`src/rtl/fetch_stage.sv`:
```
// fetch_stage
// Instruction-fetch stage of a classic five-stage pipeline. Owns the PC,
// drives a simple req/ack instruction-memory handshake and produces the
// IF/ID pipeline register consumed by decode.
//
// Ports
//   clk                 single clock, rising edge
//   reset               asynchronous, active-low
//   stall_decode        hazard stall: holds PC and IF/ID
//   flush_decode        forces IF/ID to a bubble
//   pc_source_decode    bit0 = branch taken, bit1 = jump
//   jump_pc_decode      register-target jump (jr)
//   pc_branch_decode    branch target
//   pc_jump_decode      jump target
//   pc_register_decode  register jump target
//   imem_req/imem_addr  fetch request and address (address = PC)
//   imem_ack/imem_rdata memory acknowledge and returned word
//   instr_decode        IF/ID instruction
//   pc_plus4_decode     IF/ID PC+4
//   valid_decode        IF/ID valid (0 = bubble)
//   opcode_decode       instr_decode[31:26]
//   funct_decode        instr_decode[5:0]
module fetch_stage #(
    parameter logic [31:0] RESET_PC = 32'h0000_0000
) (
    input  logic        clk,
    input  logic        reset,
    input  logic        stall_decode,
    input  logic        flush_decode,
    input  logic [1:0]  pc_source_decode,
    input  logic        jump_pc_decode,
    input  logic [31:0] pc_branch_decode,
    input  logic [31:0] pc_jump_decode,
    input  logic [31:0] pc_register_decode,
    output logic        imem_req,
    output logic [31:0] imem_addr,
    input  logic        imem_ack,
    input  logic [31:0] imem_rdata,
    output logic [31:0] instr_decode,
    output logic [31:0] pc_plus4_decode,
    output logic        valid_decode,
    output logic [5:0]  opcode_decode,
    output logic [5:0]  funct_decode
);

    typedef enum logic [1:0] {
        BOOT = 2'd0,
        REQ  = 2'd1,
        HELD = 2'd2
    } state_t;

    state_t      state;
    logic        boot_done;
    logic [31:0] pc;
    logic        pending;
    logic [31:0] pending_pc;
    logic [31:0] hold_buf;

    logic        redirect;
    logic        take_redirect;
    logic [31:0] target;
    logic [31:0] pc_plus4;

    // Redirect target priority: jr, then jump, then taken branch.
    always_comb begin
        target = pc_branch_decode;
        if (jump_pc_decode)
            target = pc_register_decode;
        else if (pc_source_decode[1])
            target = pc_jump_decode;
    end

    assign redirect      = jump_pc_decode | pc_source_decode[1] | pc_source_decode[0];
    assign take_redirect = redirect & ~stall_decode;
    assign pc_plus4      = pc + 32'd4;  // wraps modulo 2^32

    assign imem_addr     = pc;
    assign opcode_decode = instr_decode[31:26];
    assign funct_decode  = instr_decode[5:0];

    always_ff @(posedge clk or negedge reset) begin
        if (!reset) begin
            state           <= BOOT;
            boot_done       <= 1'b0;
            imem_req        <= 1'b0;
            pc              <= RESET_PC;
            pending         <= 1'b0;
            pending_pc      <= 32'h0;
            hold_buf        <= 32'h0;
            instr_decode    <= 32'h0;
            pc_plus4_decode <= 32'h0;
            valid_decode    <= 1'b0;
        end else begin
            case (state)
                // One idle cycle after reset before the first request.
                BOOT: begin
                    if (boot_done) begin
                        state    <= REQ;
                        imem_req <= 1'b1;
                    end else begin
                        boot_done <= 1'b1;
                    end
                end

                REQ: begin
                    if (imem_ack) begin
                        if (take_redirect) begin
                            // Word fetched from the wrong path: drop it.
                            pc              <= target;
                            pending         <= 1'b0;
                            instr_decode    <= 32'h0;
                            pc_plus4_decode <= pc_plus4;
                            valid_decode    <= 1'b0;
                        end else if (pending) begin
                            // Completes the transaction that was in flight when
                            // the redirect arrived; its data is stale.
                            pc      <= pending_pc;
                            pending <= 1'b0;
                            if (!stall_decode) begin
                                instr_decode    <= 32'h0;
                                pc_plus4_decode <= pc_plus4;
                                valid_decode    <= 1'b0;
                            end
                        end else if (stall_decode) begin
                            hold_buf <= imem_rdata;
                            state    <= HELD;
                            imem_req <= 1'b0;
                        end else begin
                            pc              <= pc_plus4;
                            instr_decode    <= imem_rdata;
                            pc_plus4_decode <= pc_plus4;
                            valid_decode    <= 1'b1;
                        end
                    end else if (!stall_decode) begin
                        // Address must stay put until ack, so a redirect is
                        // parked; the newest one overwrites an older one.
                        instr_decode    <= 32'h0;
                        pc_plus4_decode <= pc_plus4;
                        valid_decode    <= 1'b0;
                        if (take_redirect) begin
                            pending    <= 1'b1;
                            pending_pc <= target;
                        end
                    end
                end

                HELD: begin
                    if (!stall_decode) begin
                        state    <= REQ;
                        imem_req <= 1'b1;
                        if (take_redirect) begin
                            pc              <= target;
                            instr_decode    <= 32'h0;
                            pc_plus4_decode <= pc_plus4;
                            valid_decode    <= 1'b0;
                        end else begin
                            pc              <= pc_plus4;
                            instr_decode    <= hold_buf;
                            pc_plus4_decode <= pc_plus4;
                            valid_decode    <= 1'b1;
                        end
                    end
                end

                default: begin
                    state    <= BOOT;
                    imem_req <= 1'b0;
                end
            endcase

            // Flush wins over any load or hold of IF/ID this cycle.
            if (flush_decode) begin
                instr_decode <= 32'h0;
                valid_decode <= 1'b0;
            end
        end
    end

endmodule

```
`config.mk`:
```
export PLATFORM = sky130hd
export DESIGN_NAME = fetch_stage
export DESIGN_NICKNAME = d
export VERILOG_FILES = /design/src/rtl/fetch_stage.sv
export SDC_FILE = /design/constraint.sdc
export NUM_CORES = 1
export LEC_CHECK = 0
export CAP_MARGIN = 20
export CELL_PAD_IN_SITES_DETAIL_PLACEMENT = 0
export CELL_PAD_IN_SITES_GLOBAL_PLACEMENT = 1
export CORE_MARGIN = 10
export CORE_UTILIZATION = 33
export DETAILED_ROUTE_END_ITERATION = 7
export PLACE_DENSITY = 0.84
export SYNTH_ARGS = -nofsm -noshare
export SYNTH_HDL_FRONTEND = slang
export SYNTH_SLANG_ARGS = --single-unit
export TNS_END_PERCENT = 50
```
`constraint.sdc`:
```
create_clock -name clk -period 2.1 [get_ports clk]
set_clock_uncertainty 0.1 [all_clocks]
set_input_delay 0.63 -clock clk [delete_from_list [all_inputs] [get_ports clk]]
set_output_delay 0.63 -clock clk [all_outputs]
set_load 0.1 [all_outputs]
```
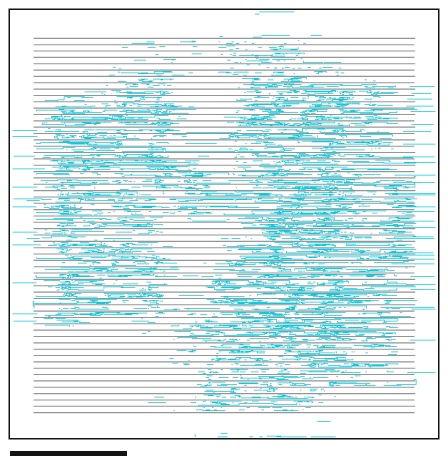
Run 1: met1 routing
The bar under the picture is 50 um long. Supply wires on this layer in grey.
1273 nets have wire on it. The wires run mostly horizontal.
via count: 8368
final WL: 29.7 mm
grt met1 use: 0.213

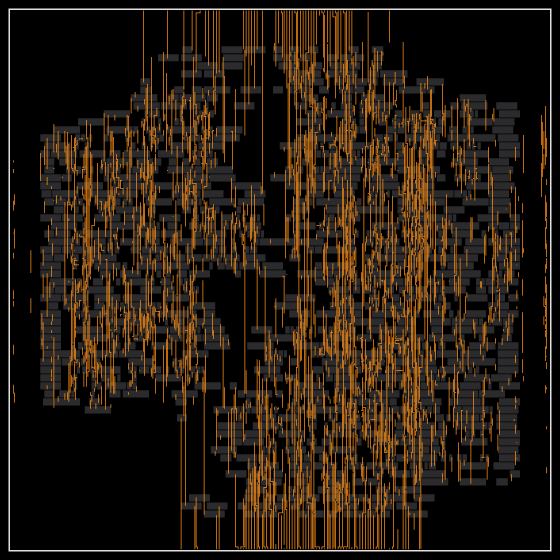
Run 1: signal wires on met2
1189 nets have wire on it. The layer carries 14300 um of wire. The layer holds 48% of the routed length.
met2 Use GR: 0.278

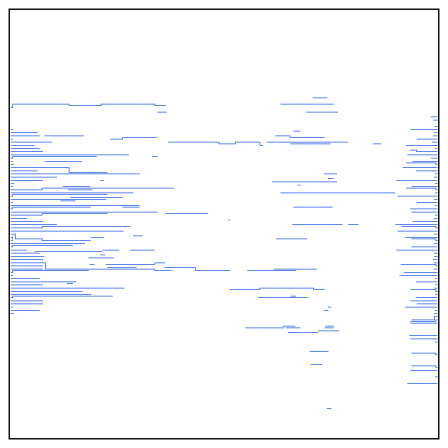
Run 1: signal wires on met3
The wires run mostly horizontal. The longest straight run is 62.8 um.
M3 GR Usage: 0.0692

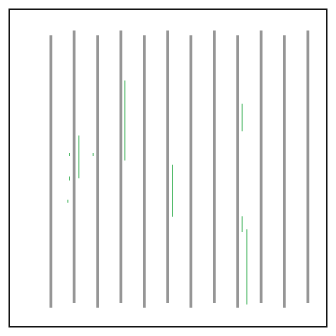
Run 1: signal wires on met4
Supply wires on this layer in grey.
The wires run mostly vertical. The layer carries 175 um of wire.

## run 1: cell families after synthesis
logic type	count (synthesis)	share of synthesized area
flops	165	0.468
fa+ha+maj	5	0.00709
compound gates	295	0.192
xor+xnor	25	0.0248
simple gates	310	0.161
buf+inv	97	0.0474
mux	82	0.0998
## run 1: per-layer routing
metal  routed length (um)  track usage  vias up
li1                     -            -     4099
met1                12400        0.213     3993
met2                14300        0.278      251
met3                 2760       0.0692       19
met4                  174       0.0272        6
met5                   40            0        -
## run 1: sequential cells by signal, summed over array words and instances, names as in the netlist, named ones only
register         count
imem_addr           32
pc_plus4_decode     28
state                2
pending_pc          32
boot_done            1
hold_buf            32
instr_decode        32
pending              1
valid_decode         1
==> impl_metrics.yaml, run 1 <==
# physical design summary
layout:
  flop_area_um2: 4210
  clockBufferCount: 18
  buf_share: 0.330
  logic_area_um2: 4450
  seq_area_frac: 0.291
  num_antenna_cells: 1
  lay_top_count: "nand2_1"
  clkCellAreaFrac: 0.0393
  final_area_um2: 14500
  n_all_inverters: 9
  comb_share: 0.308
  nNetsFinal: 1432
  area_delta_synth_final_pct: 63.8
  final_cell_count_no_fill: 1640
  signal_buffers: 380
  final_util: 0.552
  fillers: 2203
  layout-drive-gt1-share: 0.304
  multi_input_comb_cells: 718
  lay_top_cells: "nand2_1, dfrtp_1, clkdlybuf4s50_1, buf_12, buf_4"
  top_area_cell_class: "non-clock buffers"
clocking:
  clock-sinks: 165
  path_clk_slew_ns: 0.07
  cts_buffers: 17
  post_cts_buffers: 3
  cts-hold-fix-buffers: 1
  clk_latency_ns: 0.43
  h-tree-depth: 4
  root_buffer: "clkbuf_16"
  cts_tree: "done"
  clockBufferDepth: 2
  post_cts_resized: 6
pwr:
  p_sw_frac: 0.496
  fin_total_pwr_mw: 24.4
  p_clk_mw: 3.07
  max-vdd-ir-drop_uv: 763
  p_comb_frac: 0.635
  power_leader: "combinational logic"
  p_leak_nw: 6.10
  p_seq_frac: 0.239
  pg_seq_mw: 5.84
  clkPwrFrac: 0.126
  pg_comb_mw: 15.5
  switching_power_mw: 12.1
  power_density_nw_per_um2: 1690
sta:
  fmax_mhz: 485
  rsz0062_at_grt: "true"
  worst_slack_ns: 0.0399
  worst_pin_slew_ns: 0.552
  setup_violations: 0
  hold_violations: 0
  finalSetupTns_ns: 0
  whs_ns: 0.371
  timing.final.crit_share: 0.981
  drv_slew: 0
  relSlewSlack: 0.628
worst_setup_path:
  cp.depth: 5
  crit_buf_inv: 0
  reg2reg_from: "imem_addr[18]"
  slowest_delay_ns: 0.47
  crit_start: "imem_addr[18]"
  worstPathArrival_ns: 2.29
  reg2reg_slack_ns: 0.04
  startpoint_type: "flop"
  reg2reg_to: "imem_addr[31]"
  end_kind: "flop"
  cp_data_required_time_ns: 2.33
  critPathMaxFanout: 6
  path_cells: "nand4_1 -> or3_4 -> or4_4 -> a31o_1 -> a22o_1"
  reg2regPathDepth: 5
  slowest_stage: "or4_4"
  path_class: "flop to flop"
  crit_end: "imem_addr[31]"
global_routing:
  grt_pass1_wl_mm: 46.1
  grt_max_degree: 57
  antenna_found_initial: 5
  grt_pass1_vias: 8311
  track_usage: 0.171
  grt_overflow_total: 0
job:
  warnings: 32
  max-cap-violations: 0
logic_synthesis:
  syn-num-nets: 1120
  postSynthCellCount: 979
  synth_warnings: 0
  synth_cell_types: 59
  yosys_area_um2: 8820
  ys_async_sr_fraction: 1.00
  ys_cells: 979
  top_cell: "dfrtp_1"
  largest_area_cell: "dfrtp_1"
  area_leaders: "dfrtp_1, a21oi_1, o21ai_0"
  netlist_area_um2: 8820
  top_cell_area_share: 0.468
  ys_top_cells_by_count: "dfrtp_1, nand2_1, a21oi_1"
  edf_count: 0
  syn_area_per_cell_um2: 9.01
  ys.flops: 165
drt:
  post_drt_wl_per_cell_um: 18.1
  drtPass1Iterations: 4
  ant_nets: 0
  drcViolationCount: 0
  vias_per_cell: 5.10
  drt-initial-drc-count: 558
placed_design:
  gp_congestion: 0.866
  placed_area_um2: 13800
  hpwlAfterDp_mm: 22.9
  placed_cells: 1602
die:
  rows: 59
  fp.dieW_um: 184
  fp_util: 0.337
  die_h_um: 184
  coreArea_um2: 26200
  chipArea_um2: 33700
  num_io_pins: 246
hold_path:
  hold_start: "boot_done"
  min_to: "boot_done"
  hold_depth: 1
outcome:
  status: "finished, final reports clean"
==> inputs of run 2 (changes only) <==
- CORE_ASPECT_RATIO: default -> 0.6
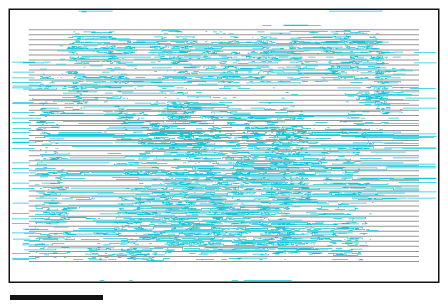
Run 2: met1 routing
The bar under the picture is 50 um long. Supply wires on this layer in grey.
1299 nets have wire on it. The wires run mostly horizontal. The layer holds 50% of the routed length. The longest straight run is 62.1 um.
grt met1 use: 0.290
via count: 8729
final WL: 34.0 mm

==> impl_metrics.yaml, run 2 <==
# physical design summary
outcome:
  status: "complete, but fails checks"
  failed_checks: "setup timing"
die:
  num_io_pins: 246
  rows: 46
  fp_util: 0.335
  coreArea_um2: 26400
  fp.dieW_um: 231
  die_h_um: 147
clocking:
  h-tree-depth: 4
  path_clk_slew_ns: 0.07
  post_cts_resized: 2
  root_buffer: "clkbuf_16"
  post_cts_buffers: 0
  clk_latency_ns: 0.43
  cts_tree: "done"
  clockBufferDepth: 2
  cts-hold-fix-buffers: 0
  clock-sinks: 165
worst_setup_path:
  startpoint_type: "flop"
  critPathMaxFanout: 5
  cp_data_required_time_ns: 2.34
  reg2reg_slack_ns: -0.02
  crit_end: "imem_addr[22]"
  path_class: "flop to flop"
  reg2reg_from: "imem_addr[3]"
  crit_start: "imem_addr[3]"
  slowest_delay_ns: 0.58
  slowest_stage: "or4_4"
  reg2regPathDepth: 6
  worstPathArrival_ns: 2.35
drt:
  met2WireLength_mm: 13.5
  wl_met1_mm: 17.0
  post_drt_wl_per_cell_um: 20.3
  drcViolationCount: 0
  vias_per_cell: 5.22
  ant_nets: 0
  drt-initial-drc-count: 693
  dr_wl_met3_mm: 3.17
  drtPass1Iterations: 5
  top_layer_used: "met4"
layout:
  area_delta_synth_final_pct: 66.0
  buf_share: 0.335
  clockBufferCount: 19
  num_antenna_cells: 1
  layout-drive-gt1-share: 0.310
  ff_count: 165
  final_cell_count_no_fill: 1672
  signal_buffers: 388
  flop_area_um2: 4210
  nNetsFinal: 1439
  n_all_inverters: 9
  seq_area_frac: 0.288
  lay_top_cells: "nand2_1, dfrtp_1, clkdlybuf4s50_1, buf_12, buf_4"
  clkCellAreaFrac: 0.0371
  comb_share: 0.307
  multi_input_comb_cells: 717
  lay_top_count: "nand2_1"
  logic_area_um2: 4500
  top_area_cell_class: "non-clock buffers"
logic_synthesis:
  largest_area_cell: "dfrtp_1"
  ys_cells: 979
  ys_top_cells_by_count: "dfrtp_1, nand2_1, a21oi_1"
  area_leaders: "dfrtp_1, a21oi_1, o21ai_0"
  netlist_area_um2: 8820
  aoi_share: 0.192
  top_cell: "dfrtp_1"
  simple_gate_area_frac: 0.161
  postSynthCellCount: 979
  ys_sh_xor: 0.0248
  synth.logic.top_family: "AND-OR/OR-AND gates"
  syn_area_per_cell_um2: 9.01
  muxShareOfSynthArea: 0.0998
  top_cell_area_share: 0.468
  syn-num-nets: 1120
  ys_async_sr_fraction: 1.00
  synth_warnings: 0
  ys.flops: 165
  yosys_area_um2: 8820
pwr:
  p_sw_frac: 0.501
  max-vdd-ir-drop_uv: 887
  p_int_mw: 12.6
  fin_total_pwr_mw: 25.2
  clkPwrFrac: 0.118
  p_seq_frac: 0.234
  pg_comb_mw: 16.3
  p_leak_nw: 6.17
  p_comb_frac: 0.648
  power_density_nw_per_um2: 1720
  switching_power_mw: 12.6
sta:
  finalSetupTns_ns: -0.0181
  worst_slack_ns: -0.0181
  hold_violations: 0
  rsz0062_at_grt: "true"
  drv_slew: 0
  fmax_mhz: 472
  relSlewSlack: 0.673
  timing.final.crit_share: 1.01
  whs_ns: 0.00785
  worst_pin_slew_ns: 0.477
  setup_violations: 1
placed_design:
  placed_cells: 1633
  gp_congestion: 0.861
  hpwlAfterDp_mm: 26.2
global_routing:
  grt_max_degree: 49
  antenna_found_initial: 1
  use_met2: 0.259
  grt_pass1_vias: 8457
  track_usage: 0.193
  grt-busiest-layer: "met1"
  grt_pass1_wl_mm: 51.5
  grt_overflow_total: 0
job:
  max-cap-violations: 0
  warnings: 32
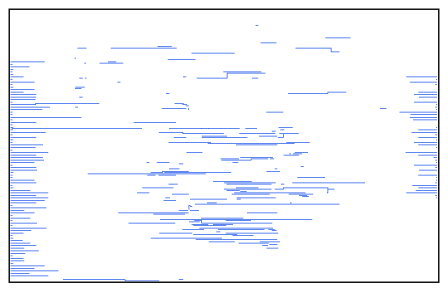
Run 2: signal wires on met3
The wires run mostly horizontal. The longest straight run is 81.9 um. The layer carries 3170 um of wire.
M3 GR Usage: 0.0627

==> run 2: critical path, delay by kind of cell (launching register included) <==
family / cells / cell delay (ns)
adder cells (fa/ha/maj): 1 / 0.16
AND/OR/NAND/NOR: 3 / 0.99
AND-OR/OR-AND: 2 / 0.31
flip-flops: 1 / 0.46
==> run 2: per-stage QoR <==
stage                     instance area (um2)  utilization
after CTS                               14400        0.548
after global placement                  13900        0.527
after global routing                    14600        0.556
after floorplan                          9120            -
final                                   14600        0.556
after detailed placement                13900        0.527
==> run 2: cell families (layout without fill, tap and decap cells) <==
kind of cell / Yosys count / in the layout
and+or+nand+nor: 310 / 310
AOI/OAI and AO/OA: 295 / 295
DFF: 165 / 165
buffers and inverters: 97 / 429
muxes: 82 / 82
xor gates and xnor gates: 25 / 25
adders and majority gates: 5 / 5
other: 0 / 1
Power and IR drop assume default switching activity.
